==> src/rtl/cpu_defs.sv <==
// Shared CPU definitions: instruction field layout, the NOP/HALT encodings and the
// fetch-FSM state encoding.
package cpu_defs;

    localparam int unsigned OPC_W = 5;
    // The opcode sits in the top OPC_W bits of the instruction word.
    localparam int unsigned OPC_MSB_FROM_TOP = 0;

    localparam logic [OPC_W-1:0] HALT_OP = 5'b00001;
    localparam logic [15:0]      NOP     = 16'h0000;

    typedef enum logic [1:0] {
        StIdle   = 2'd0,
        StRun    = 2'd1,
        StHalted = 2'd2
    } fetch_state_e;

    typedef enum logic [1:0] {
        PcHold   = 2'd0,
        PcInc    = 2'd1,
        PcBranch = 2'd2
    } pc_sel_e;

endpackage

==> src/rtl/pc_unit.sv <==
// Program counter register with hold / increment / redirect select.
module pc_unit
    import cpu_defs::*;
#(
    parameter int unsigned ADDR_W = 8
) (
    input  logic              clock,
    input  logic              reset,
    input  logic              enable,
    input  pc_sel_e           pc_sel,
    input  logic [ADDR_W-1:0] branch_target,
    output logic [ADDR_W-1:0] pc
);

    logic [ADDR_W-1:0] pc_q;
    logic [ADDR_W-1:0] pc_d;

    always_comb begin
        pc_d = pc_q;
        unique case (pc_sel)
            PcHold:   pc_d = pc_q;
            PcInc:    pc_d = pc_q + 1'b1;  // wraps modulo 2^ADDR_W
            PcBranch: pc_d = branch_target;
            default:  pc_d = pc_q;
        endcase
    end

    always_ff @(posedge clock or negedge reset) begin
        if (!reset) begin
            pc_q <= '0;
        end else if (enable) begin
            pc_q <= pc_d;
        end
    end

    assign pc = pc_q;

endmodule

==> src/rtl/if_stage.sv <==
// Instruction-fetch stage: owns the PC, drives the instruction-memory address and
// fills the IF/ID pipeline register, with stall, redirect and HALT handling.
module if_stage
    import cpu_defs::*;
#(
    parameter int unsigned    ADDR_W  = 8,
    parameter int unsigned    INSTR_W = 16,
    parameter logic [4:0]     HALT_OP = 5'b00001
) (
    input  logic               clock,
    input  logic               reset,
    input  logic               enable,
    input  logic               start,
    input  logic               stall,
    input  logic               branch_taken,
    input  logic [ADDR_W-1:0]  branch_target,
    output logic [ADDR_W-1:0]  imem_addr,
    input  logic [INSTR_W-1:0] imem_rdata,
    output logic [ADDR_W-1:0]  if_id_pc,
    output logic [INSTR_W-1:0] if_id_instr,
    output logic               if_id_valid,
    output logic               running
);

    fetch_state_e state_q, state_d;
    pc_sel_e      pc_sel;

    logic [ADDR_W-1:0]  pc;
    logic [ADDR_W-1:0]  if_id_pc_q, if_id_pc_d;
    logic [INSTR_W-1:0] if_id_instr_q, if_id_instr_d;
    logic               if_id_valid_q, if_id_valid_d;
    logic               is_halt;

    assign is_halt = (imem_rdata[INSTR_W-1 -: OPC_W] == HALT_OP);

    pc_unit #(
        .ADDR_W (ADDR_W)
    ) u_pc_unit (
        .clock         (clock),
        .reset         (reset),
        .enable        (enable),
        .pc_sel        (pc_sel),
        .branch_target (branch_target),
        .pc            (pc)
    );

    always_comb begin
        state_d       = state_q;
        pc_sel        = PcHold;
        if_id_pc_d    = if_id_pc_q;
        if_id_instr_d = if_id_instr_q;
        if_id_valid_d = if_id_valid_q;

        unique case (state_q)
            StIdle: begin
                if_id_instr_d = '0;
                if_id_valid_d = 1'b0;
                if (start) begin
                    state_d = StRun;
                end
            end
            StRun: begin
                if (branch_taken) begin
                    pc_sel        = PcBranch;
                    if_id_instr_d = '0;
                    if_id_valid_d = 1'b0;
                end else if (!stall) begin
                    if_id_pc_d    = pc;
                    if_id_instr_d = imem_rdata;
                    if_id_valid_d = 1'b1;
                    if (is_halt) begin
                        state_d = StHalted;
                    end else begin
                        pc_sel = PcInc;
                    end
                end
            end
            StHalted: begin
                // A branch resolving behind the HALT means the HALT was speculative.
                if (branch_taken) begin
                    pc_sel        = PcBranch;
                    if_id_instr_d = '0;
                    if_id_valid_d = 1'b0;
                    state_d       = StRun;
                end else if (!stall) begin
                    if_id_instr_d = '0;
                    if_id_valid_d = 1'b0;
                end
            end
            default: begin
                state_d = StIdle;
            end
        endcase
    end

    always_ff @(posedge clock or negedge reset) begin
        if (!reset) begin
            state_q       <= StIdle;
            if_id_pc_q    <= '0;
            if_id_instr_q <= '0;
            if_id_valid_q <= 1'b0;
        end else if (enable) begin
            state_q       <= state_d;
            if_id_pc_q    <= if_id_pc_d;
            if_id_instr_q <= if_id_instr_d;
            if_id_valid_q <= if_id_valid_d;
        end
    end

    assign imem_addr   = pc;
    assign if_id_pc    = if_id_pc_q;
    assign if_id_instr = if_id_instr_q;
    assign if_id_valid = if_id_valid_q;
    assign running     = (state_q == StRun);

endmodule

==> config.mk <==
export PLATFORM = sky130hd
export DESIGN_NAME = if_stage
export DESIGN_NICKNAME = d
export VERILOG_FILES = /design/src/rtl/cpu_defs.sv /design/src/rtl/pc_unit.sv /design/src/rtl/if_stage.sv
export SDC_FILE = /design/constraint.sdc
export NUM_CORES = 1
export LEC_CHECK = 0
export ABC_CLOCK_PERIOD_IN_PS = 3350
export CORE_UTILIZATION = 35
export CTS_CLUSTER_DIAMETER = 80
export DETAILED_ROUTE_END_ITERATION = 8
export GPL_ROUTABILITY_DRIVEN = 0
export GPL_TIMING_DRIVEN = 0
export PLACE_DENSITY = 0.67
export SETUP_SLACK_MARGIN = 0.02
export SKIP_LAST_GASP = 1
export SYNTH_ARGS = -nofsm -noshare
export SYNTH_HDL_FRONTEND = slang
export SYNTH_SLANG_ARGS = --single-unit
==> constraint.sdc <==
create_clock -name clock -period 3.35 [get_ports clock]
set_input_delay 0.67 -clock clock [delete_from_list [all_inputs] [get_ports clock]]
set_output_delay 0.67 -clock clock [all_outputs]
set_load 0.03 [all_outputs]
Met2 routing:
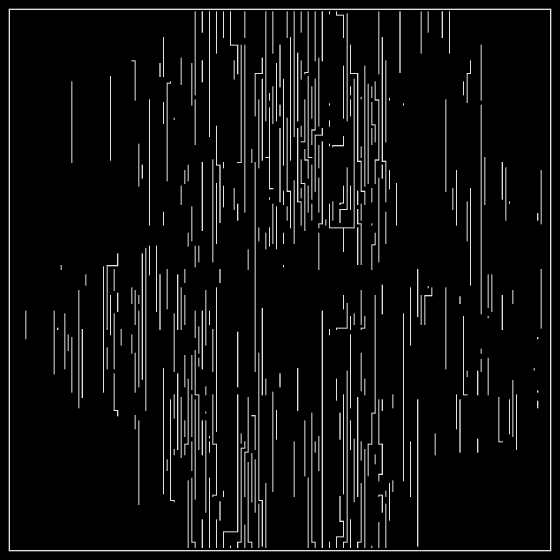
longest straight run = 30.8 um
main direction = vertical
wire length on this layer = 2060 um
met2 Use GR: 0.283
final wirelength: 3980 um
via count: 1391

Routing congestion:
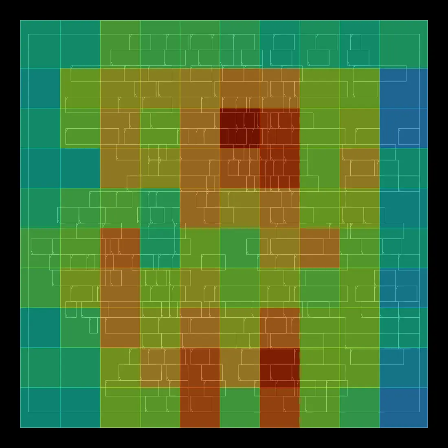
GRT busiest layer: met2
Total GRT Usage: 0.168
GRT met3 Usage: 0.0433

M3 wires:
The bar under the picture is 20 um long. Cells faint in the background.
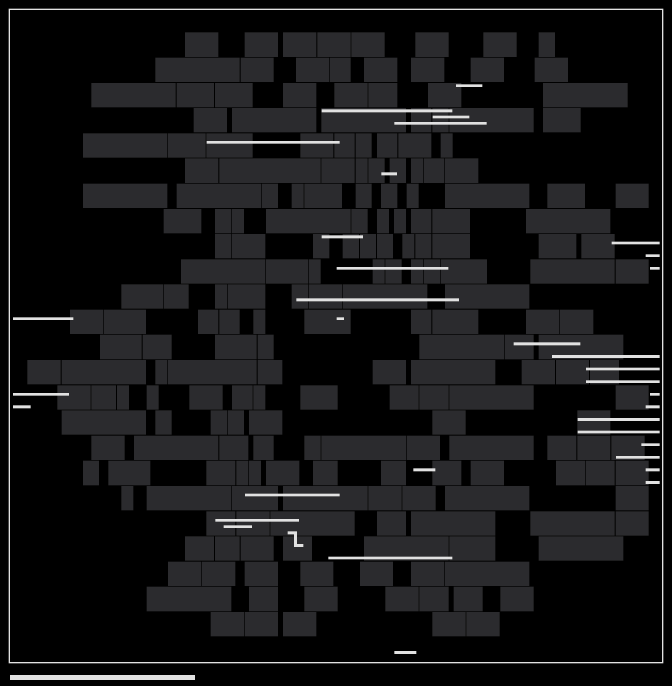
longest straight run = 17.2 um
share of all routed wire = 5.1%

==> results.sh <==
# flow metrics
export IMPL_ios=64
export IMPL_drive_gt1_frac=0.133
export IMPL_post_place_ws_ns=0.519
export IMPL_period_used=0.769
export IMPL_status="finished clean"
export IMPL_cp_num_cells=3
export IMPL_p_switching_uw=636
export IMPL_edf_count=0
export IMPL_numCtsBuffers=5
export IMPL_floorplan_nets=175
export IMPL_core_um2=4410
export IMPL_dieArea_um2=4950
export IMPL_slew_headroom=0.490
export IMPL_top_layer="met4"
export IMPL_seq_cell_count=35
export IMPL_final_clk_cell_share=0.0481
export IMPL_wl_per_cell_um=15.2
export IMPL_timing_rr_end="u_pc_unit.pc[4]"
export IMPL_drt_first_pass_iters=4
export IMPL_p_seq_uw=593
export IMPL_worst_slew_pin_slew_ns=0.766
export IMPL_fmax_mhz=388
export IMPL_critical_path_max_stage_delay_ns=0.74
export IMPL_clkTransAtPathRegs_ns=0.07
export IMPL_setup_ws_ns=0.773
export IMPL_worstSetupPathType="reg2out"
export IMPL_netlist_instances=139
export IMPL_cts_hold_fix_buffers=0
export IMPL_nets=245
export IMPL_maxPowerGroup="combinational cells"
export IMPL_critical_path_peak_fanout=8
export IMPL_drtIter0Drc=58
export IMPL_yosysWarningCount=0
export IMPL_endpoint_kind="primary output"
export IMPL_leakagePower_uw=0.00105
Metal 4:
The bar under the picture is 20 um long.
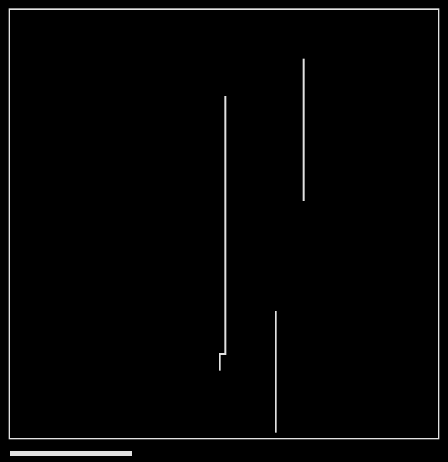
longest straight run = 42.3 um
nets with wire on the layer = 3

Metal 1:
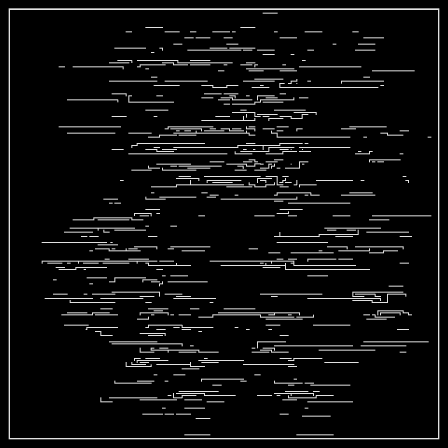
longest straight run = 18.9 um
main direction = horizontal
share of all routed wire = 41%
nets with wire on the layer = 216
met1 Track Usage GR: 0.196

[cells in the final DEF, fill, tap and decap left out, types with 3 or more instances in the layout]
| master | netlist | final |
|---|---|---|
| a21oi_1 | 7 | 7 |
| a22o_1 | 16 | 16 |
| buf_2 | 2 | 3 |
| clkbuf_8 | 0 | 6 |
| clkdlybuf4s50_1 | 0 | 62 |
| dfrtp_1 | 35 | 35 |
| ha_1 | 6 | 6 |
| inv_1 | 5 | 5 |
| mux2_2 | 8 | 8 |
| mux2i_1 | 4 | 4 |
| nand2_1 | 10 | 10 |
| nand3_1 | 7 | 7 |
| nor2_1 | 5 | 5 |
| nor3_1 | 3 | 3 |
| o21ai_0 | 4 | 4 |
| o22ai_1 | 4 | 4 |
